$ cat config.mk
export PLATFORM = sky130hd
export DESIGN_NAME = cube_scan_driver
export DESIGN_NICKNAME = d
export VERILOG_FILES = /design/src/rtl/cube_scan_driver.sv
export SDC_FILE = /design/constraint.sdc
export NUM_CORES = 1
export LEC_CHECK = 0
export CAP_MARGIN = 20
export CORE_AREA = 2 2 207 209
export DETAILED_ROUTE_END_ITERATION = 7
export DIE_AREA = 0 0 209 211
export PLACE_DENSITY = 0.51
export SLEW_MARGIN = 25
export SYNTH_ARGS = -nofsm -noshare
export SYNTH_HDL_FRONTEND = slang
export SYNTH_SLANG_ARGS = --single-unit
$ cat constraint.sdc
create_clock -name clk -period 2.64 [get_ports clk]
set_clock_uncertainty 0.05 [all_clocks]
set_input_delay 0.528 -clock clk [delete_from_list [all_inputs] [get_ports clk]]
set_output_delay 0.528 -clock clk [all_outputs]
set_load 0.03 [all_outputs]
$ cat src/rtl/cube_scan_driver.sv
// 8x8x8 LED cube layer scanner: shifts each 64-bit layer out serially, latches, then displays it.
// Define FRAME_SNAPSHOT_EN to source a whole frame from a copy taken at layer 0 (tear-free).
`timescale 1ns/1ps
module cube_scan_driver #(
    parameter int CLK_DIV    = 4,
    parameter int LAYER_HOLD = 2000
) (
    input  logic         clk,
    input  logic         rst_n,
    input  logic         scan_en,
    input  logic [511:0] frame_cube_flat,
    output logic         sr_data,
    output logic         sr_clk,
    output logic         sr_latch,
    output logic [7:0]   layer_sel,
    output logic [2:0]   layer_idx,
    output logic         frame_done
);

    typedef enum logic [2:0] {IDLE, LOAD, SHIFT, LATCH, DISPLAY} state_t;

    localparam logic [7:0]  DIV_LAST  = 8'(CLK_DIV - 1);
    localparam logic [15:0] HOLD_LAST = 16'(LAYER_HOLD - 1);

    state_t      state_q, state_d;
    logic [63:0] shreg_q, shreg_d;
    logic [7:0]  div_q, div_d;
    logic [5:0]  bit_q, bit_d;
    logic        phase_q, phase_d;
    logic [15:0] hold_q, hold_d;
    logic        sr_data_q, sr_data_d;
    logic        sr_clk_q, sr_clk_d;
    logic        sr_latch_q, sr_latch_d;
    logic [7:0]  layer_sel_q, layer_sel_d;
    logic [2:0]  idx_q, idx_d;
    logic        frame_done_q, frame_done_d;

    logic [511:0] src;
    logic [63:0]  layer_bits;

`ifdef FRAME_SNAPSHOT_EN
    logic [511:0] snap_q, snap_d;
    // Layer 0 reads live data: it is the same data being captured this cycle.
    assign src = (idx_q == 3'd0) ? frame_cube_flat : snap_q;
`else
    assign src = frame_cube_flat;
`endif

    assign layer_bits = src[{idx_q, 6'd0} +: 64];

    always_comb begin
        state_d      = state_q;
        shreg_d      = shreg_q;
        div_d        = div_q;
        bit_d        = bit_q;
        phase_d      = phase_q;
        hold_d       = hold_q;
        sr_data_d    = sr_data_q;
        sr_clk_d     = sr_clk_q;
        sr_latch_d   = 1'b0;
        layer_sel_d  = layer_sel_q;
        idx_d        = idx_q;
        frame_done_d = 1'b0;
`ifdef FRAME_SNAPSHOT_EN
        snap_d       = snap_q;
`endif
        unique case (state_q)
            IDLE: begin
                idx_d       = 3'd0;
                sr_clk_d    = 1'b0;
                layer_sel_d = 8'd0;
                if (scan_en) state_d = LOAD;
            end
            LOAD: begin
                shreg_d   = {layer_bits[62:0], 1'b0};
                sr_data_d = layer_bits[63];
                div_d     = 8'd0;
                bit_d     = 6'd0;
                phase_d   = 1'b0;
                state_d   = SHIFT;
`ifdef FRAME_SNAPSHOT_EN
                if (idx_q == 3'd0) snap_d = frame_cube_flat;
`endif
            end
            SHIFT: begin
                if (div_q == DIV_LAST) begin
                    div_d = 8'd0;
                    if (!phase_q) begin
                        phase_d  = 1'b1;
                        sr_clk_d = 1'b1;
                    end else begin
                        phase_d  = 1'b0;
                        sr_clk_d = 1'b0;
                        if (bit_q == 6'd63) begin
                            state_d    = LATCH;
                            sr_latch_d = 1'b1;
                        end else begin
                            bit_d     = bit_q + 6'd1;
                            sr_data_d = shreg_q[63];
                            shreg_d   = {shreg_q[62:0], 1'b0};
                        end
                    end
                end else begin
                    div_d = div_q + 8'd1;
                end
            end
            LATCH: begin
                state_d      = DISPLAY;
                layer_sel_d  = 8'd1 << idx_q;
                hold_d       = HOLD_LAST;
                frame_done_d = (HOLD_LAST == 16'd0) && (idx_q == 3'd7);
            end
            DISPLAY: begin
                if (hold_q == 16'd0) begin
                    layer_sel_d = 8'd0;
                    if (scan_en) begin
                        state_d = LOAD;
                        idx_d   = idx_q + 3'd1;
                    end else begin
                        state_d = IDLE;
                        idx_d   = 3'd0;
                    end
                end else begin
                    hold_d       = hold_q - 16'd1;
                    frame_done_d = (hold_q == 16'd1) && (idx_q == 3'd7);
                end
            end
            default: state_d = IDLE;
        endcase
    end

    always_ff @(posedge clk or negedge rst_n) begin
        if (!rst_n) begin
            state_q      <= IDLE;
            shreg_q      <= '0;
            div_q        <= '0;
            bit_q        <= '0;
            phase_q      <= 1'b0;
            hold_q       <= '0;
            sr_data_q    <= 1'b0;
            sr_clk_q     <= 1'b0;
            sr_latch_q   <= 1'b0;
            layer_sel_q  <= '0;
            idx_q        <= '0;
            frame_done_q <= 1'b0;
`ifdef FRAME_SNAPSHOT_EN
            snap_q       <= '0;
`endif
        end else begin
            state_q      <= state_d;
            shreg_q      <= shreg_d;
            div_q        <= div_d;
            bit_q        <= bit_d;
            phase_q      <= phase_d;
            hold_q       <= hold_d;
            sr_data_q    <= sr_data_d;
            sr_clk_q     <= sr_clk_d;
            sr_latch_q   <= sr_latch_d;
            layer_sel_q  <= layer_sel_d;
            idx_q        <= idx_d;
            frame_done_q <= frame_done_d;
`ifdef FRAME_SNAPSHOT_EN
            snap_q       <= snap_d;
`endif
        end
    end

    assign sr_data    = sr_data_q;
    assign sr_clk     = sr_clk_q;
    assign sr_latch   = sr_latch_q;
    assign layer_sel  = layer_sel_q;
    assign layer_idx  = idx_q;
    assign frame_done = frame_done_q;

endmodule

==> flow_summary_export.csv <==
group,metric,value,unit
layout,fin_nets,1703,
layout,clk_share,2.08,%
clock_tree,clockBufferDepth,2,
layout,n_fill_cell,4069,
synth,syn_area,8730,um2
floorplanning,die_y,211,um
clock_tree,cts_resized,0,
layout,area_growth,73.2,%
placed_design,preCtsSetupSlack,0.295,ns
setup_path,cp_max_fo,6,
global_route,busiest_layer,"met2",
clock_tree,numCtsBuffers,9,
run,warning_count,31,
clock_tree,clock_latency,0.36,ns
routing,via_count,8740,
run_status,status,"complete, no violations",
layout,n_antenna_cell,3,
setup_path,ff2ff_path_depth,6,
clock_tree,clock-root-buffer,"clkbuf_16",
setup_path,r2r-start,"hold_q[0]",
global_route,met3_usage,3.58,%
layout,seq_share,18.6,%
layout,comb_cells,482,
floorplanning,ios,530,
synth,avgSynthCellArea,13.0,um2
synth,synthCells,669,
setup_path,r2r-end,"hold_q[14]",
setup_path,crit_type,"flip-flop to flip-flop",
global_route,antenna_found_initial,11,
floorplanning,fp_util,20.9,%
global_route,use_met1,26.2,%
global_route,overflow,0,
setup_path,r2r_setup_slack,0.24,ns
pwr,power_leakage,5.70,nW
layout,flops,112,
kinds of logic after synthesis:
logic type / Yosys count / share of synthesized area, %
DFF: 112 / 32.1
buffers and inverters: 75 / 3.91
muxes: 150 / 35.8
AOI/OAI and AO/OA: 176 / 17.4
and+or+nand+nor: 144 / 9.23
xor gates and xnor gates: 2 / 0.201
adders and majority gates: 10 / 1.43
per-stage QoR:
stage               total power, mW  util (%)
floorplan                      2.06         -
global placement               2.95      35.4
detailed placement             2.96      35.4
CTS                            4.46      36.2
global route                   4.59      36.2
finish                         4.39      36.2
sequential cells by signal, summed over array words and instances, names as in the netlist, 3 cells and up:
name	cells
state_q	3
bit_q	6
layer_sel	8
shreg_q	63
hold_q	16
div_q	8
layer_idx	3
cells in the mapped netlist (3+ instances only):
| cell type | number |
|---|---|
| mux4_2 | 128 |
| dfrtp_1 | 112 |
| o22a_1 | 49 |
| nand2_1 | 47 |
| o221a_2 | 43 |
| clkbuf_1 | 33 |
| buf_2 | 24 |
| nor2_1 | 24 |
| a31oi_1 | 18 |
| nand3_1 | 17 |
| mux2_2 | 15 |
| o21ai_0 | 13 |
| a21oi_1 | 10 |
| ha_1 | 10 |
| a22o_1 | 9 |
| inv_1 | 8 |
| mux2i_1 | 7 |
| and3_1 | 6 |
| and4_1 | 6 |
| nand4_1 | 6 |
| o221a_1 | 6 |
| o31ai_1 | 6 |
| nor3_1 | 5 |
| or3_1 | 5 |
| or4_1 | 5 |
| buf_1 | 4 |
| a311oi_1 | 3 |
| a32o_1 | 3 |
| buf_6 | 3 |
| nor3b_2 | 3 |
| o21a_1 | 3 |
| o311ai_0 | 3 |
where the power goes:
group          leakage, nW  internal, mW  switching (mW)
Clock                0.157         0.797           0.671
Combinational         4.14         0.878           0.259
Sequential            1.40          1.76          0.0290
**A small window of the routed layout**

Window x 92 to 117, y 93 to 118 um. Cells in gray, sequential cells in the stronger gray; small squares are vias.
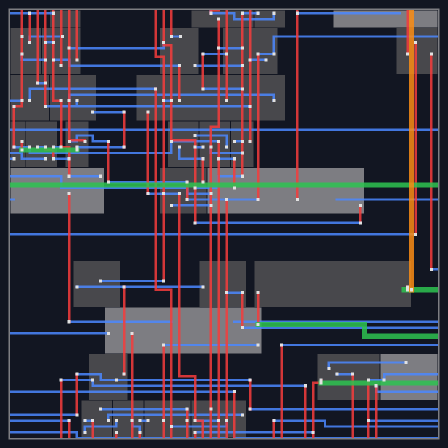
| layer | color |
|---|---|
| metal 4 | orange |
| metal 3 | green |
| metal 1 | blue |
| metal 2 | red |
netlist names of flops here include: `div_q` (2), `bit_q` (1)
most frequent: o21ai_0 (3), dfrtp_1 (3)
cells with their middle in the window: 25
sequential cells in the window: 3

**Sequential cells grouped by signal name**

Scale: 2 px per um. Other sequential cells in the stronger gray, the rest of the logic in the fainter gray.
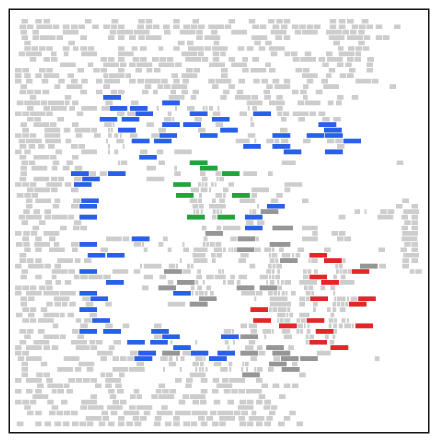
| signal | color | flops |
|---|---|---|
| `shreg_q` | blue | 63 |
| `hold_q` | red | 16 |
| `div_q` | green | 8 |
not colored: 25

**Signal wires on met2**

Scale: 2 px per um.
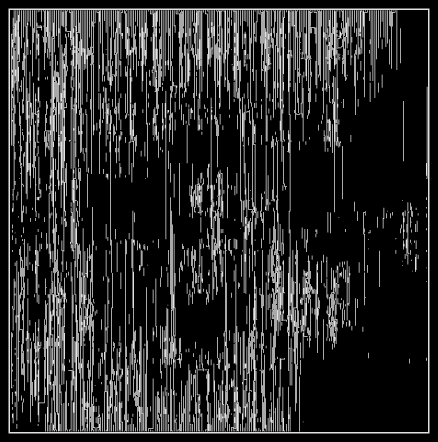
longest straight run: 101 um
wire length on this layer: 22.8 mm
nets with wire on the layer: 1555
share of all routed wire: 51%
main direction: vertical

Power figures rest on the tool's default switching activity, not on a simulated workload.
